**src/rtl/ifm_sram_arbiter_if.sv**
```systemverilog
// Requester-side bundle for the IFM SRAM arbiter: loader write port,
// row-feeder read port and the read response stream.
interface ifm_sram_arbiter_if #(
  parameter int ADDR_W = 10,
  parameter int LANES  = 9,
  parameter int BYTE_W = 8
);
  logic                      wr_valid;
  logic                      wr_ready;
  logic [ADDR_W-1:0]         wr_addr;
  logic [LANES*BYTE_W-1:0]   wr_data;
  logic [LANES-1:0]          wr_strb;
  logic                      rd_valid;
  logic                      rd_ready;
  logic [ADDR_W-1:0]         rd_addr;
  logic                      rsp_valid;
  logic                      rsp_ready;
  logic [LANES*BYTE_W-1:0]   rsp_data;

  modport master (
    output wr_valid, wr_addr, wr_data, wr_strb, rd_valid, rd_addr, rsp_ready,
    input  wr_ready, rd_ready, rsp_valid, rsp_data
  );

  modport slave (
    input  wr_valid, wr_addr, wr_data, wr_strb, rd_valid, rd_addr, rsp_ready,
    output wr_ready, rd_ready, rsp_valid, rsp_data
  );
endinterface

```
**src/rtl/ifm_sram_arbiter.sv**
```systemverilog
// IFM SRAM arbiter: sole owner of the IFM macro (DEPTH words x LANES bytes).
// Round-robin between the loader (write) and row feeder (read), 2-cycle read
// latency into a 2-entry response FIFO, sticky out-of-range flag.
// Optional: define IFM_ARB_PERF_EN to add saturating stall counters.
module ifm_sram_arbiter #(
  parameter int ADDR_W = 10,
  parameter int DEPTH  = 912,
  parameter int LANES  = 9,
  parameter int BYTE_W = 8
) (
  input  logic                    CK,
  input  logic                    rst,
  ifm_sram_arbiter_if.slave       bus,
  output logic                    oob_err,
  input  logic                    err_clr,
  output logic [ADDR_W-1:0]       sram_A,
  output logic [LANES*BYTE_W-1:0] sram_DI,
  output logic [LANES-1:0]        sram_WEB,
  output logic                    sram_CS,
  output logic                    sram_OE,
  input  logic [LANES*BYTE_W-1:0] sram_DO
`ifdef IFM_ARB_PERF_EN
  ,
  output logic [15:0]             wr_stall_cnt,
  output logic [15:0]             rd_stall_cnt
`endif
);

  localparam int DW = LANES * BYTE_W;
  localparam logic [ADDR_W:0] DEPTH_L = DEPTH[ADDR_W:0];

  typedef enum logic {GNT_RD = 1'b0, GNT_WR = 1'b1} gnt_e;

  gnt_e              last_gnt;
  logic              inflight, inflight_oob;
  logic [DW-1:0]     fifo_mem [2];
  logic              fifo_wp, fifo_rp;
  logic [1:0]        fifo_cnt;
  logic [ADDR_W-1:0] a_q;
  logic [DW-1:0]     di_q;

  logic              pop, credit, wr_elig, rd_elig, wr_gnt, rd_gnt;
  logic              wr_oob, rd_oob, wr_acc, rd_acc;
  logic [2:0]        occ;

  // Arbitration: credit counts FIFO entries plus the in-flight read, net of
  // this cycle's pop, so a full FIFO drained this cycle still admits a read.
  always_comb begin
    pop     = (fifo_cnt != 2'd0) && bus.rsp_ready;
    occ     = {1'b0, fifo_cnt} + {2'b0, inflight} - {2'b0, pop};
    credit  = occ < 3'd2;
    wr_elig = bus.wr_valid && !rst;
    rd_elig = bus.rd_valid && credit && !rst;
    wr_gnt  = wr_elig && (!rd_elig || last_gnt == GNT_RD);
    rd_gnt  = rd_elig && (!wr_elig || last_gnt == GNT_WR);
    wr_oob  = {1'b0, bus.wr_addr} >= DEPTH_L;
    rd_oob  = {1'b0, bus.rd_addr} >= DEPTH_L;
    // Only in-range accesses touch the macro; empty-strobe writes are no-ops.
    wr_acc  = wr_gnt && !wr_oob && (|bus.wr_strb);
    rd_acc  = rd_gnt && !rd_oob;
  end

  assign bus.wr_ready  = wr_gnt;
  assign bus.rd_ready  = rd_gnt;
  assign bus.rsp_valid = fifo_cnt != 2'd0;
  assign bus.rsp_data  = (fifo_cnt != 2'd0) ? fifo_mem[fifo_rp] : '0;

  assign sram_CS  = wr_acc || rd_acc;
  assign sram_WEB = wr_acc ? ~bus.wr_strb : '1;
  assign sram_A   = wr_acc ? bus.wr_addr : (rd_acc ? bus.rd_addr : a_q);
  assign sram_DI  = wr_acc ? bus.wr_data : di_q;
  assign sram_OE  = inflight;

  // Address/data hold registers so idle cycles keep the macro pins quiet.
  always_ff @(posedge CK) begin
    if (rst) begin
      a_q  <= '0;
      di_q <= '0;
    end else begin
      if (wr_acc) begin
        a_q  <= bus.wr_addr;
        di_q <= bus.wr_data;
      end else if (rd_acc) begin
        a_q  <= bus.rd_addr;
      end
    end
  end

  // Grant history, read in-flight tracking and sticky error flag.
  always_ff @(posedge CK) begin
    if (rst) begin
      last_gnt     <= GNT_RD;
      inflight     <= 1'b0;
      inflight_oob <= 1'b0;
      oob_err      <= 1'b0;
    end else begin
      if (wr_gnt)      last_gnt <= GNT_WR;
      else if (rd_gnt) last_gnt <= GNT_RD;
      inflight     <= rd_gnt;
      inflight_oob <= rd_gnt && rd_oob;
      if ((wr_gnt && wr_oob) || (rd_gnt && rd_oob)) oob_err <= 1'b1;
      else if (err_clr)                             oob_err <= 1'b0;
    end
  end

  // Response FIFO: the in-flight read lands at the end of its OE cycle;
  // out-of-range reads land as an all-zero word.
  always_ff @(posedge CK) begin
    if (rst) begin
      fifo_wp  <= 1'b0;
      fifo_rp  <= 1'b0;
      fifo_cnt <= 2'd0;
    end else begin
      if (inflight) begin
        fifo_mem[fifo_wp] <= inflight_oob ? '0 : sram_DO;
        fifo_wp           <= ~fifo_wp;
      end
      if (pop) fifo_rp <= ~fifo_rp;
      fifo_cnt <= fifo_cnt + {1'b0, inflight} - {1'b0, pop};
    end
  end

`ifdef IFM_ARB_PERF_EN
  // Saturating stall counters: cycles a requester waits with valid high.
  always_ff @(posedge CK) begin
    if (rst) begin
      wr_stall_cnt <= '0;
      rd_stall_cnt <= '0;
    end else begin
      if (bus.wr_valid && !wr_gnt && wr_stall_cnt != 16'hFFFF)
        wr_stall_cnt <= wr_stall_cnt + 16'd1;
      if (bus.rd_valid && !rd_gnt && rd_stall_cnt != 16'hFFFF)
        rd_stall_cnt <= rd_stall_cnt + 16'd1;
    end
  end
`endif

endmodule
```
**src/flat_wrapper.sv**
```systemverilog
// flat-port wrapper written by rule: the top's interface ports become plain ports
module ifm_sram_arbiter_flat 
#(
  parameter int ADDR_W = 10,
  parameter int DEPTH  = 912,
  parameter int LANES  = 9,
  parameter int BYTE_W = 8
)
  (CK, rst, oob_err, err_clr, sram_A, sram_DI, sram_WEB, sram_CS, sram_OE, sram_DO, bus_wr_valid, bus_wr_addr, bus_wr_data, bus_wr_strb, bus_rd_valid, bus_rd_addr, bus_rsp_ready, bus_wr_ready, bus_rd_ready, bus_rsp_valid, bus_rsp_data);
  ifm_sram_arbiter_if #(.ADDR_W(ADDR_W), .LANES(LANES), .BYTE_W(BYTE_W)) bus_i ();
  input  logic CK;
  input  logic rst;
  output logic oob_err;
  input  logic err_clr;
  output logic [ADDR_W-1:0] sram_A;
  output logic [LANES*BYTE_W-1:0] sram_DI;
  output logic [LANES-1:0] sram_WEB;
  output logic sram_CS;
  output logic sram_OE;
  input  logic [LANES*BYTE_W-1:0] sram_DO;
  input wire logic [$bits(bus_i.wr_valid)-1:0] bus_wr_valid;
  input wire logic [$bits(bus_i.wr_addr)-1:0] bus_wr_addr;
  input wire logic [$bits(bus_i.wr_data)-1:0] bus_wr_data;
  input wire logic [$bits(bus_i.wr_strb)-1:0] bus_wr_strb;
  input wire logic [$bits(bus_i.rd_valid)-1:0] bus_rd_valid;
  input wire logic [$bits(bus_i.rd_addr)-1:0] bus_rd_addr;
  input wire logic [$bits(bus_i.rsp_ready)-1:0] bus_rsp_ready;
  output wire logic [$bits(bus_i.wr_ready)-1:0] bus_wr_ready;
  output wire logic [$bits(bus_i.rd_ready)-1:0] bus_rd_ready;
  output wire logic [$bits(bus_i.rsp_valid)-1:0] bus_rsp_valid;
  output wire logic [$bits(bus_i.rsp_data)-1:0] bus_rsp_data;
  assign bus_i.wr_valid = bus_wr_valid;
  assign bus_i.wr_addr = bus_wr_addr;
  assign bus_i.wr_data = bus_wr_data;
  assign bus_i.wr_strb = bus_wr_strb;
  assign bus_i.rd_valid = bus_rd_valid;
  assign bus_i.rd_addr = bus_rd_addr;
  assign bus_i.rsp_ready = bus_rsp_ready;
  assign bus_wr_ready = bus_i.wr_ready;
  assign bus_rd_ready = bus_i.rd_ready;
  assign bus_rsp_valid = bus_i.rsp_valid;
  assign bus_rsp_data = bus_i.rsp_data;
  ifm_sram_arbiter #(.ADDR_W(ADDR_W), .DEPTH(DEPTH), .LANES(LANES), .BYTE_W(BYTE_W)) u_core (.CK(CK), .rst(rst), .bus(bus_i), .oob_err(oob_err), .err_clr(err_clr), .sram_A(sram_A), .sram_DI(sram_DI), .sram_WEB(sram_WEB), .sram_CS(sram_CS), .sram_OE(sram_OE), .sram_DO(sram_DO));
endmodule
```
**config.mk**
```make
export PLATFORM = sky130hd
export DESIGN_NAME = ifm_sram_arbiter_flat
export DESIGN_NICKNAME = d
export VERILOG_FILES = /design/src/rtl/ifm_sram_arbiter_if.sv /design/src/rtl/ifm_sram_arbiter.sv /design/src/flat_wrapper.sv
export SDC_FILE = /design/constraint.sdc
export NUM_CORES = 1
export LEC_CHECK = 0
export CAP_MARGIN = 20
export CORE_ASPECT_RATIO = 1.75
export CORE_MARGIN = 5
export CORE_UTILIZATION = 40
export DETAILED_ROUTE_END_ITERATION = 12
export GPL_ROUTABILITY_DRIVEN = 0
export PLACE_DENSITY = 0.82
export SKIP_LAST_GASP = 1
export SLEW_MARGIN = 15
export SYNTH_ARGS = -nofsm -noshare
export SYNTH_HDL_FRONTEND = slang
export SYNTH_SLANG_ARGS = --single-unit
```
**constraint.sdc**
```tcl
create_clock -name CK -period 9.3 [get_ports CK]
set_clock_uncertainty 0.2 [all_clocks]
set_input_delay 2.325 -clock CK [delete_from_list [all_inputs] [get_ports CK]]
set_output_delay 2.325 -clock CK [all_outputs]
set_load 0.005 [all_outputs]
```
Figure 1. Placement density heat map.
Drawn at 2 px/µm. 13 x 22 tiles, from white (low) to dark blue (high), 0 to 100% covered.
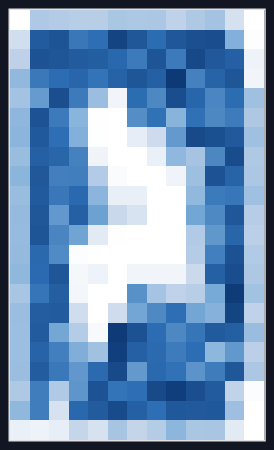
- fullest tile: 96%
- tiles over 75% full: 32%
- emptiest ninth of the die: middle
- mean over tiles: 50%
- nearly empty tiles: 11%
- densest ninth of the die: bottom middle
Final Core Density: 59.0%
Starting Density: 40.3%

Figure 2. Clock wiring as the flow saved it.
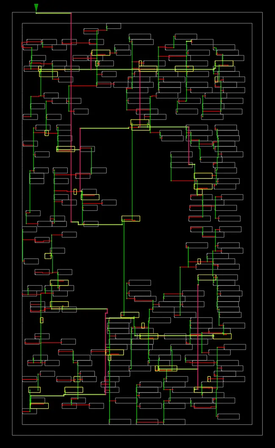
sequential cell count: 235
Clk. pwr: 0.827 mW
clkbuf count: 27

Figure 3. Clock distribution.
Drawn at 2 px/µm.
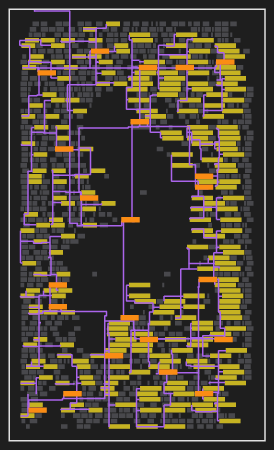
- cells driving clock nets: orange (count 22)
- flip-flops: yellow (count 235)
- clock wires: purple (length 2,680 µm)
- flops lie: widely spread
- routed clock nets: 23
Clk network pwr share: 26.3%
clk ins delay skew pair: 0.50 ns

==> power by group <==
part	internal [mW]	switching [mW]	leakage, nW
combinational	0.612	0.470	2.72
sequential	1.19	0.0394	2.05
clock	0.454	0.373	0.315
total	2.26	0.883	5.08
==> placed cells by master, fill, tap and decap left out, types with 2 or more instances in the layout <==
master | netlist | routed
or3_1 | 2 | 2
mux2_2 | 7 | 7
nand4_1 | 2 | 2
clkbuf_16 | 0 | 23
diode_2 | 0 | 3
inv_1 | 8 | 8
o221ai_1 | 2 | 2
mux2_1 | 65 | 65
ha_1 | 2 | 2
and2_1 | 2 | 2
clkinv_1 | 0 | 7
clkbuf_1 | 33 | 4
xnor2_1 | 3 | 3
buf_4 | 0 | 7
dfxtp_1 | 91 | 89
nand2_1 | 15 | 15
edfxtp_1 | 144 | 144
a21oi_1 | 10 | 10
clkdlybuf4s50_1 | 0 | 346
nor2_1 | 88 | 87
mux2i_1 | 80 | 80
a211oi_1 | 8 | 8
nor2b_1 | 146 | 146
==> path summary, 6_finish.rpt <==
| check | slack, ns | to |
|---|---|---|
| worst max-delay path | 0.78 | sram_A[5] |
| worst min-delay path | 0.33 | flop |
| worst max register to register | 5.51 | u_core.di_q[47]$_SDFF_PP0_ |
| worst min register to register | 0.33 | flop |
==> through the flow <==
stage	total power, mW	hold slack (ns)	area, µm²
6_report	3.14	0.326	14100
5_1_grt	3.31	0.394	14100
4_1_cts	3.19	0.327	14100
3_5_place_dp	2.35	0.307	13400
3_3_place_gp	2.34	0.299	13400
2_1_floorplan	1.73	0.281	9610
==> metal layers <==
metal | part of all wire [%] | GRT usage (%) | vias up
li1 | - | - | 3217
met1 | 35 | 18.6 | 3188
met4 | 3.6 | 8.02 | 0
met3 | 7.3 | 4.87 | 47
met5 | 0 | 0 | -
met2 | 55 | 33.3 | 248
==> flow_summary.ini <==
; flow metrics
[route]
drt_wl_total_mm = 25.5
wl_per_cell_um = 18.3
first_pass_iters = 5
ant_nets = 0
vias = 6700
drt-vias-per-instance = 4.80
drt_iter0_drc = 279
drcViolationCount = 0

[setup_path]
critPathLaunch = bus_rsp_ready
worst-path-max-fanout = 9
crit_path_end_kind = output pin
cp_slowest_stage_delay_ns = 0.56
crit_cells = 14
worstReg2RegStart = u_core.fifo_cnt[1]$_SDFF_PP0_
startpoint_type = input port
critical-path-top-delay-family = buffers and inverters
path_class = input port to output pin
slowest_stage = or4b_1
r2r_cells = 14
cp_common_cell = inv_1
cp.required_ns = 6.78
cp.arrival_ns = 6.00
critical_path.cell_chain = clkdlybuf4s50_1, and2_1, ha_1, inv_1, ha_1, inv_1, fa_1, xnor2_1, or4b_1, inv_1, nand2_2, mux2i_1, a21oi_1, clkdlybuf4s50_1
critPathBufInv = 5

[placed_design]
placed_cells = 1353
dp_slack_ns = 0.725
dp_hpwl_mm = 18.1
numPortBuffers = 347

[status]
status = complete, no violations

[floorplan]
fp.coreArea_um2 = 23800
taps = 308
floorplan.rows = 75
io_pins = 348
die-area_um2 = 27300
dieHeight_um = 215
dieWidth_um = 127

[grt]
grt_pass1_vias = 7380
grt_overflow = 0
grt_pass1_wl_mm = 39.0
grt.total_usage_pct = 18.0
grt_max_degree = 87
antenna_found_initial = 3

[yosys]
yosysTopAreaCell = edfxtp_1
top_cell = nor2b_1
area_leaders = edfxtp_1 45%, dfxtp_1 19%, nor2b_1 9.5%
synth.distinct_cells = 34
synthArstFlopShare_pct = 0
avgSynthCellArea_um2 = 13.1
top_area_share_pct = 45.0
ys_ff = 235
syn-num-nets = 916
ys_sh_aoi_pct = 1.76
yosysChipArea_um2 = 9610
yosysCellCount = 734
postSynthSeqShare_pct = 64.0
ys_top_cells_by_count = 146 x nor2b_1, 144 x edfxtp_1, 91 x dfxtp_1, 88 x nor2_1, 80 x mux2i_1
edf_count = 144
synth_cells = 734
synthesis.area_um2 = 9610
ff_type = edfxtp_1
yosysWarnings = 0
ys_sh_xor_pct = 0.273
adder_share_pct = 0.469
ys_top_logic_family = multiplexers
synth.area.mux_share_pct = 16.8
simple_gate_area_share_pct = 14.6

[cells_and_area]
nNetsFinal = 1251
nNonClkInverters = 8
comb_area_um2 = 3280
final-clk-cell-share_pct = 4.72
n_all_buffers = 355
comb_share_pct = 23.3
largest_class = sequential cells
regMostFlops = u_core.fifo_mem
seqAreaFraction_pct = 43.7
fillers = 1910
nonClkBufAreaFrac_pct = 25.2
flop_area_um2 = 6150
largest_register_ffs = 144
fin_cells = 1395
multi_input_comb_cells = 447
area_delta_synth_final_pct = 46.3
drive_above_1_share_pct = 4.80
diodes = 3
top_regs = u_core.fifo_mem (144), u_core.di_q (72), u_core.a_q (10)

[timing]
fin_crit_ns = 8.52
maxSlewHeadroom_pct = 31.6
min_period_over_period_pct = 91.6
worst_pin_slew_ns = 1.03
fin_tns_setup_ns = 0
hold_viol_final = 0
layout_setup_ws_ns = 0.779
setup_viol = 0
clock.fmax_mhz = 117
slew_viol_final = 0
grt_setup_unrepaired = false

[cts]
cts.root.buffer_cell = clkbuf_16
cts_resized = 0
clockBufferDepth = 3
cts_setup_buffers = 0
clkSinkCount = 235
htree_levels = 1
hold_buffers = 0
cts_tree = yes
clkTransAtPathRegs_ns = 0.06
cts_buffers = 22

[job]
max_cap_viol_count = 0
warnings = 26

[power]
power_density_nw_per_um2 = 224
power_leakage_nw = 5.08
ir_worst_vdd_mv = 0.167

[hold_path]
min_path_type = flop to flop
hold_depth = 2
worstHoldStart = u_core.fifo_rp$_SDFFE_PP0P_
Power figures rest on the tool's default switching activity, not on a simulated workload.
